**src/rtl/fetch_sequencer.sv**
```systemverilog
// Instruction-fetch sequencer: owns the PC, issues single outstanding imem requests,
// buffers one instruction for decode. Optional FETCH_ALIGN_CHECK_EN adds misaligned-redirect halt.

module pc_adder #(
  parameter int N   = 32,
  parameter int INC = 4
) (
  input  logic [N-1:0] pc_i,
  output logic [N-1:0] pc_seq_o
);
  localparam logic [N-1:0] INC_N = N'(INC);
  // Wraps modulo 2^N; carry out intentionally dropped.
  assign pc_seq_o = pc_i + INC_N;
endmodule

module fetch_sequencer #(
  parameter int          N            = 32,
  parameter logic [N-1:0] RESET_VECTOR = '0,
  parameter int          INC          = 4
) (
  input  logic         clk,
  input  logic         rst,
  input  logic         redirect_valid,
  input  logic [N-1:0] redirect_target,
  output logic         imem_req,
  output logic [N-1:0] imem_addr,
  input  logic         imem_gnt,
  input  logic         imem_rvalid,
  input  logic [N-1:0] imem_rdata,
  output logic         instr_valid,
  input  logic         instr_ready,
  output logic [N-1:0] instr,
  output logic [N-1:0] instr_pc
`ifdef FETCH_ALIGN_CHECK_EN
  ,
  output logic         misalign_err
`endif
);

`ifdef FETCH_ALIGN_CHECK_EN
  typedef enum logic [1:0] {IDLE, REQ, WAIT, HALT} state_t;
`else
  typedef enum logic [1:0] {IDLE, REQ, WAIT} state_t;
`endif

  state_t       state_q;
  logic [N-1:0] pc_q, pc_pending_q, pc_seq;
  logic         squash_q;
  logic         out_valid_q;
  logic [N-1:0] instr_q, instr_pc_q;
`ifdef FETCH_ALIGN_CHECK_EN
  logic         misalign_q;
  logic         redir_bad;
  assign redir_bad = redirect_valid && (redirect_target[1:0] != 2'b00) && (state_q != HALT);
`endif

  pc_adder #(.N(N), .INC(INC)) u_pc_adder (
    .pc_i     (pc_q),
    .pc_seq_o (pc_seq)
  );

  always_ff @(posedge clk) begin
    if (rst) begin
      state_q      <= IDLE;
      pc_q         <= RESET_VECTOR;
      pc_pending_q <= '0;
      squash_q     <= 1'b0;
      out_valid_q  <= 1'b0;
      instr_q      <= '0;
      instr_pc_q   <= '0;
`ifdef FETCH_ALIGN_CHECK_EN
      misalign_q   <= 1'b0;
`endif
    end else begin
      // Consume/flush first; a reload below takes precedence.
      if (out_valid_q && instr_ready) out_valid_q <= 1'b0;
      if (redirect_valid)             out_valid_q <= 1'b0;

      case (state_q)
        IDLE: begin
          if (redirect_valid) begin
            pc_q    <= redirect_target;
            state_q <= REQ;
          end else if (!out_valid_q || instr_ready) begin
            state_q <= REQ;
          end
        end
        REQ: begin
          // Address stays on the bus until granted; the redirect is deferred.
          if (redirect_valid) begin
            pc_pending_q <= redirect_target;
            squash_q     <= 1'b1;
          end
          if (imem_gnt) state_q <= WAIT;
        end
        WAIT: begin
          if (imem_rvalid) begin
            if (squash_q || redirect_valid) begin
              pc_q     <= redirect_valid ? redirect_target : pc_pending_q;
              squash_q <= 1'b0;
              state_q  <= REQ;
            end else begin
              out_valid_q <= 1'b1;
              instr_q     <= imem_rdata;
              instr_pc_q  <= pc_q;
              pc_q        <= pc_seq;
              state_q     <= IDLE;
            end
          end else if (redirect_valid) begin
            pc_pending_q <= redirect_target;
            squash_q     <= 1'b1;
          end
        end
        default: state_q <= IDLE;
`ifdef FETCH_ALIGN_CHECK_EN
        HALT: state_q <= HALT;
`endif
      endcase

`ifdef FETCH_ALIGN_CHECK_EN
      if (redir_bad) begin
        state_q     <= HALT;
        squash_q    <= 1'b0;
        out_valid_q <= 1'b0;
        misalign_q  <= 1'b1;
      end
`endif
    end
  end

  assign imem_req    = (state_q == REQ);
  assign imem_addr   = pc_q;
  assign instr_valid = out_valid_q;
  assign instr       = instr_q;
  assign instr_pc    = instr_pc_q;
`ifdef FETCH_ALIGN_CHECK_EN
  assign misalign_err = misalign_q;
`endif

endmodule

```
**config.mk**
```make
export PLATFORM = sky130hd
export DESIGN_NAME = fetch_sequencer
export DESIGN_NICKNAME = d
export VERILOG_FILES = /design/src/rtl/fetch_sequencer.sv
export SDC_FILE = /design/constraint.sdc
export NUM_CORES = 1
export LEC_CHECK = 0
export CAP_MARGIN = 20
export CORE_MARGIN = 5
export CORE_UTILIZATION = 52
export DETAILED_ROUTE_END_ITERATION = 7
export PLACE_DENSITY = 0.95
export SLEW_MARGIN = 40
export SYNTH_ARGS = -nofsm -noshare
export SYNTH_HDL_FRONTEND = slang
export SYNTH_SLANG_ARGS = --single-unit
```
**constraint.sdc**
```tcl
create_clock -name clk -period 3.9 [get_ports clk]
set_input_delay 0.39 -clock clk [delete_from_list [all_inputs] [get_ports clk]]
set_output_delay 0.39 -clock clk [all_outputs]
set_load 0.005 [all_outputs]
```
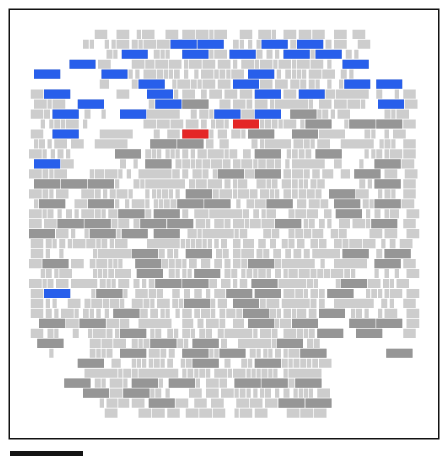
(sequential cells grouped by signal name)
Bar = 20 microns. Other sequential cells in the stronger grey, the rest of the logic in the fainter grey.
| colour | name in the netlist | flops |
|---|---|---|
| red | state_q | 2 |
| blue | instr | 32 |
not coloured: 98
P_seq: 1.47 mW
Layout Utilization: 0.728
Flop area: 0.00264 sq mm
Seq/total area: 0.321

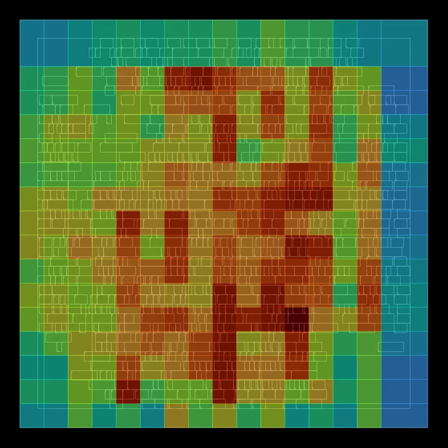
(congestion heat map)
M2 GR Usage: 0.416
global route hottest layer: met2
GR Util All Layers: 0.262

==> impl_metrics.csv <==
group,metric,value,unit
synth,synth.net_count,860,
pwr,power_leader,"clock",
worst_setup_path,crit_start,"redirect_valid",
worst_setup_path,setup.worst_path.end,"imem_addr[21]",
worst_setup_path,critPathTopFamily,"simple AND/OR/NAND/NOR gates",
global_route,antenna_found_initial,0,
die,die_width,117,microns
synth,ys_ff,132,
worst_setup_path,cp.arrival,3.05,ns
clock_tree,clk_path_buf_depth,2,
pwr,p_switching,878,uW
synth,ys_types,56,
finish,final-clk-cell-share,0.0738,
synth,fa_ha_area_frac,0.00211,
clock_tree,path_clk_slew,0.06,ns
timing,fin_crit,2.74,ns
global_route,grt_pass1_wl,28600,microns
clock_tree,hold_buffers,0,
worst_setup_path,r2r-end,"imem_addr[21]",
routing,vias,6301,
timing,finalWorstSetupSlack,1.16,ns
timing,period_used_share,0.701,
timing,fin_tns_setup,0,ns
synth,synth_area,0.00593,sq mm
placement,post-place-ws,0.819,ns
worst_setup_path,crit_required,4.21,ns
pwr,p_total,3.47,mW
synth,compound_area_frac,0.200,
worst_setup_path,crit_buf_inv,1,
routing,viasPerCell,5.86,
timing,fmax,0.366,GHz
clock_tree,htree_levels,4,
synth,ys_cells,789,
worst_setup_path,start_kind,"input pin",
synth,xor_share,0.00443,
die,core_area,0.0113,sq mm
synth,netlist_instances,789,
die,die_h,117,microns
synth,async_flop_share,0,
placement,dp_hpwl,12000,microns
timing,rsz0062_at_grt,"false",
routing,first_pass_iters,5,
finish,nNonClkInverters,5,
placement,port_buffers,167,
finish,dominant_cells,"combinational gates",
finish,logic_area,0.00302,sq mm
finish,logic_gates,587,
finish,lay_top_count,"nand2_1",
finish,ff_count,132,
outcome,outcome,"finished clean",
routing,routed.top_layer,"met4",
routing,drt_iter0_markers,656,
synth,simple_gate_area_frac,0.286,
synth,top_cell_area_share,0.446,
run,tool_warnings,26,
pwr,p_sw_frac,0.253,
routing,wl_met3,1970,microns
finish,fin_nets,990,
timing,maxSlewViolCount,0,
die,rows,39,
clock_tree,cts_setup_buffers,0,
pwr,intPower,2.59,mW
synth,yosys_area,0.00593,sq mm
hold_path,hp-start,"instr[4]",
die,tap_cells,143,
pwr,pg_clk,1.62,mW
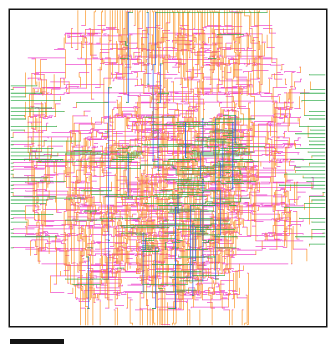
(wiring by layer)
Bar = 20 microns.
| colour | layer | wire length |
|---|---|---|
| green | met3 | 1970 microns |
| blue | met4 | 616 microns |
| magenta | met1 | 7000 microns |
| orange | met2 | 8630 microns |

Power is estimated from default activity; no workload was simulated.
